File: src/rtl/sc_reg_loader.sv
// sc_reg_loader: serial-to-parallel word capture for a general register.
// A word is requested with an active-low start, shifted in MSB first while
// the active-low valid qualifier is low, and once W bits have arrived the
// completed word is presented on the data bus together with a one-cycle
// active-low load strobe. An active-low abort discards a partial word.
module sc_reg_loader #(
    parameter int RegLOADER_DATAWIDTH = 8
) (
    input  logic                           SC_RegLOADER_CLOCK_50,
    input  logic                           SC_RegLOADER_RESET_InHigh,
    input  logic                           SC_RegLOADER_start_InLow,
    input  logic                           SC_RegLOADER_serial_In,
    input  logic                           SC_RegLOADER_valid_InLow,
    input  logic                           SC_RegLOADER_abort_InLow,
    output logic [RegLOADER_DATAWIDTH-1:0] SC_RegLOADER_data_OutBUS,
    output logic                           SC_RegLOADER_load_OutLow,
    output logic                           SC_RegLOADER_busy_OutHigh
);

    localparam int W    = RegLOADER_DATAWIDTH;
    localparam int CntW = (W > 2) ? $clog2(W) : 1;
    localparam logic [CntW-1:0] LastBit = CntW'(W - 1);

    typedef enum logic [1:0] {
        IDLE  = 2'd0,
        SHIFT = 2'd1,
        LOAD  = 2'd2
    } loaderState_t;

    loaderState_t    state_q;
    logic [W-1:0]    shiftReg_q;
    logic [CntW-1:0] bitCount_q;
    logic [W-1:0]    data_q;
    logic            loadN_q;
    logic            busy_q;

    logic [W-1:0]    shiftReg_d;

    // Shift register contents after accepting the bit currently on the serial line
    always_comb begin
        shiftReg_d = {shiftReg_q[W-2:0], SC_RegLOADER_serial_In};
    end

    // Capture FSM: every output is a flop so the load strobe cannot glitch
    always_ff @(posedge SC_RegLOADER_CLOCK_50) begin
        if (SC_RegLOADER_RESET_InHigh) begin
            state_q    <= IDLE;
            shiftReg_q <= '0;
            bitCount_q <= '0;
            data_q     <= '0;
            loadN_q    <= 1'b1;
            busy_q     <= 1'b0;
        end else begin
            unique case (state_q)
                IDLE: begin
                    loadN_q <= 1'b1;
                    if (!SC_RegLOADER_start_InLow) begin
                        state_q    <= SHIFT;
                        shiftReg_q <= '0;
                        bitCount_q <= '0;
                        busy_q     <= 1'b1;
                    end else begin
                        busy_q <= 1'b0;
                    end
                end

                SHIFT: begin
                    loadN_q <= 1'b1;
                    if (!SC_RegLOADER_abort_InLow) begin
                        state_q    <= IDLE;
                        bitCount_q <= '0;
                        busy_q     <= 1'b0;
                    end else if (!SC_RegLOADER_valid_InLow) begin
                        shiftReg_q <= shiftReg_d;
                        if (bitCount_q == LastBit) begin
                            state_q    <= LOAD;
                            bitCount_q <= '0;
                            data_q     <= shiftReg_d;
                            loadN_q    <= 1'b0;
                        end else begin
                            bitCount_q <= bitCount_q + 1'b1;
                        end
                    end
                end

                LOAD: begin
                    state_q <= IDLE;
                    loadN_q <= 1'b1;
                    busy_q  <= 1'b0;
                end

                default: begin
                    state_q    <= IDLE;
                    shiftReg_q <= '0;
                    bitCount_q <= '0;
                    loadN_q    <= 1'b1;
                    busy_q     <= 1'b0;
                end
            endcase
        end
    end

    assign SC_RegLOADER_data_OutBUS  = data_q;
    assign SC_RegLOADER_load_OutLow  = loadN_q;
    assign SC_RegLOADER_busy_OutHigh = busy_q;

endmodule

File: config.mk
export PLATFORM = sky130hd
export DESIGN_NAME = sc_reg_loader
export DESIGN_NICKNAME = d
export VERILOG_FILES = /design/src/rtl/sc_reg_loader.sv
export SDC_FILE = /design/constraint.sdc
export NUM_CORES = 1
export LEC_CHECK = 0
export ABC_CLOCK_PERIOD_IN_PS = 2700
export CORE_MARGIN = 8
export CORE_UTILIZATION = 55
export DETAILED_ROUTE_END_ITERATION = 10
export GPL_ROUTABILITY_DRIVEN = 0
export GPL_TIMING_DRIVEN = 1
export HOLD_SLACK_MARGIN = 0.06
export PLACE_DENSITY = 0.94
export SKIP_CTS_REPAIR_TIMING = 1
export SLEW_MARGIN = 25
export SYNTH_ARGS = -nofsm -noshare
export SYNTH_HDL_FRONTEND = slang
export SYNTH_SLANG_ARGS = --single-unit
File: constraint.sdc
create_clock -name SC_RegLOADER_CLOCK_50 -period 2.7 [get_ports SC_RegLOADER_CLOCK_50]
set_input_delay 0.54 -clock SC_RegLOADER_CLOCK_50 [delete_from_list [all_inputs] [get_ports SC_RegLOADER_CLOCK_50]]
set_output_delay 0.54 -clock SC_RegLOADER_CLOCK_50 [all_outputs]
set_load 0.05 [all_outputs]
==> impl_metrics.yaml, run 1 <==
# flow metrics
placement:
  worst_slack_at_placement_ns: 0.582
  detailed_place.area_mm2: 0.00114
  place_hpwl_um: 1380
  portBuffers: 15
final_layout:
  flip_flop_count_of_the_largest_register_after_layout: 8
  sequential_cell_total: 22
  fill_cells: 126
  final_core_occ_pct: 70.0
  num-multi-input-gates: 69
routing:
  met3RoutedLength_um: 70
  highest-signal-layer: "met4"
  routed_wire_length_per_instance_um: 14.5
  detail_route.drc_violations: 0
final_timing:
  maxSlewHeadroom_pct: 57.2
logic_synthesis:
  ys.flops: 22
  most_area_consuming_cells_after_synthesis: "dfxtp_1, mux2i_1, nand2b_1, or2_2, ha_1"
  floorplan.nets: 106
  ys_dominant_reg_cell: "dfxtp_1"
  yosys_area_um2: 992
  synthSimpleGateAreaFrac_pct: 27.2
  ys_async_sr_fraction_pct: 0
run_status:
  run_status: "complete, no violations"
clock_tree:
  cts-buffers-inserted: 3
setup_path:
  cp.depth: 1
  cp_top_family: "buffers and inverters"
  worstRegToRegCells: 3
  regToRegEndpoint: "SC_RegLOADER_data_OutBUS[6]"
  crit_slowest_cell: "clkdlybuf4s50_1"
global_routing:
  grt_remaining_overflow: 0
  antenna_found_initial: 0
  overall_global_routing_usage_pct: 12.4
power_and_ir_drop:
  power.combinational.total_mw: 0.0501
floorplanning:
  chip_area_mm2: 0.00342
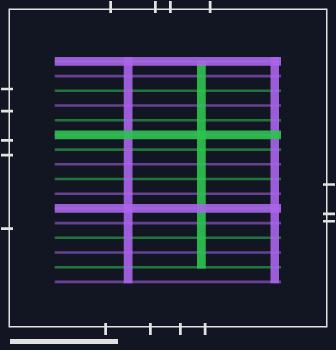
(run_1/pdn.png)
Scale bar: 20 um. Pins as bars on the die edge.
Purple marks VSS. Green marks VDD.
3 straps on met5. 16 signal pins sit on the boundary. 16 met1 rails follow the rows. 3 straps on met4. The core has 15 rows.
overall die width: 58.5 um
standard cell core area: 0.00171 mm2
Chip Height: 58.5 um

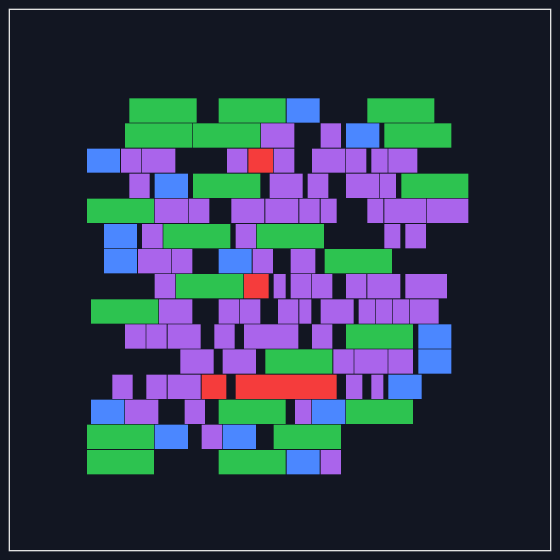
(run_1/cell_classes.png)
Blue marks other buffers and delay cells, cells 15, share of their area 13%. Red marks clock drivers and dummy loads, cells 4, share of their area 4.5%. Purple marks all other logic, cells 70, share of their area 45%. Green marks flip-flops, cells 22, share of their area 38%.
Site Rows: 15
post-route standard cell area excluding fillers: 0.00120 mm2
share of the final layout cell area in sequential cells: 36.8%

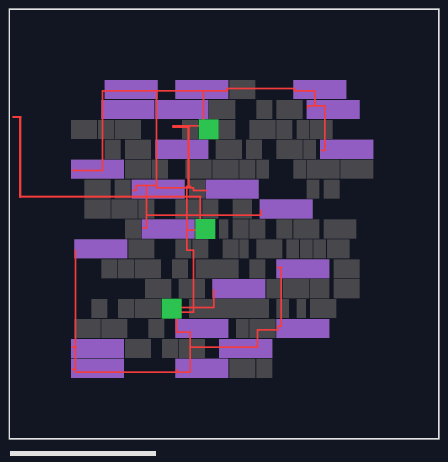
(run_1/clock_map.png)
Scale bar: 20 um.
Purple marks flip-flops, count 22. Green marks cells driving clock nets, count 3. Red marks clock wires, length 265 um.
There are 4 routed clock nets.
Latency at later pin: 0.32 ns
clock network power consumption: 0.253 mW
Clock Skews: 0.0142 ns
Clock power frac: 39.9%

==> inputs of run 2 (changes only) <==
- ABC_CLOCK_PERIOD_IN_PS: 2700 -> 2080
- CORE_ASPECT_RATIO: not set -> 1.5
- CORE_UTILIZATION: 55 -> 51
- PLACE_DENSITY: 0.94 -> 0.89
- clock period: 2.7 -> 2.08 ns (I/O delays scaled with it)
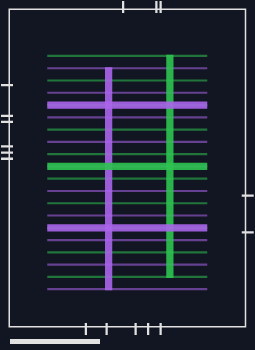
(run_2/pdn.png)
Scale bar: 20 um. Pins as bars on the die edge.
Purple marks VSS. Green marks VDD.
3 straps on met5. The core has 19 rows. 20 met1 rails follow the rows. 2 straps on met4.
maximum VDD drop: 0.514 mV
overall die width: 52.0 um
Chip Height: 70.0 um
standard cell core area: 0.00183 mm2

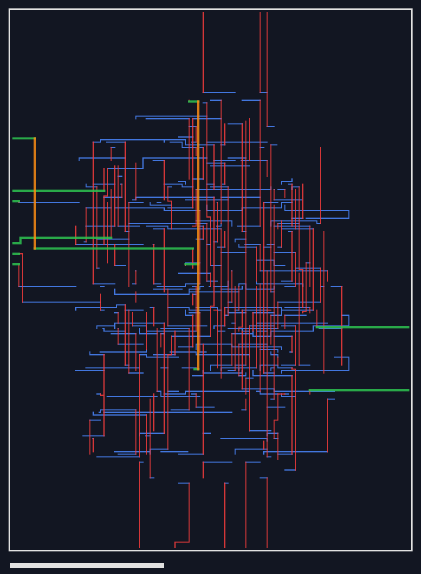
(run_2/metal_stack.png)
Scale bar: 20 um.
Blue marks met1, wire length 841 um. Orange marks met4, wire length 49.0 um. Green marks met3, wire length 77.9 um. Red marks met2, wire length 1030 um.
vias post-DR: 735
Overall Global Routing Usage: 11.8%

==> impl_metrics.yaml, run 2 <==
# flow metrics
floorplanning:
  design.portCount: 16
  chip_area_mm2: 0.00364
  rows: 19
clock_tree:
  clk_latency_ns: 0.31
  numClockSinks: 22
  cts-buffers-inserted: 3
placement:
  worst_slack_at_placement_ns: 0.189
  detailed_place.area_mm2: 0.00115
final_layout:
  seq_area_share_pct: 37.0
  fill_cells: 158
  register_area_um2: 440
  dominant-cell-class: "combinational gates"
  layout_cell_share_with_drive_strength_beyond_1_pct: 15.0
  final_core_occ_pct: 65.0
  postLayoutCellArea_mm2: 0.00119
logic_synthesis:
  yosys_area_um2: 992
  synthSimpleGateAreaFrac_pct: 27.2
  most_area_consuming_cells_after_synthesis: "dfxtp_1, mux2i_1, nand2b_1, or2_2, ha_1"
  ys_async_sr_fraction_pct: 0
  synth_area_leader_cell: "dfxtp_1"
  synth.top_cell.area_share_pct: 44.4
final_timing:
  maxSlewHeadroom_pct: 66.0
  timing.setup.tns_ns: 0
min_path:
  holdPathEnd: "SC_RegLOADER_data_OutBUS[3]"
routing:
  highest-signal-layer: "met4"
  routed_wire_length_per_instance_um: 14.9
  detail_route.drc_violations: 0
  detailroute.wirelength.met2_um: 1030
setup_path:
  cp_top_family: "buffers and inverters"
  crit_slowest_cell: "clkdlybuf4s50_1"
  regToRegEndpoint: "SC_RegLOADER_data_OutBUS[5]"
  cp.depth: 1
power_and_ir_drop:
  power.combinational.total_mw: 0.0682
  clock_net_power_mw: 0.234
global_routing:
  grt_remaining_overflow: 0
  antenna_found_initial: 0
  first_pass_grt_wire_length_um: 3430
run_status:
  run_status: "complete, no violations"
No activity file was given, so power comes from the tool's default toggle rates.
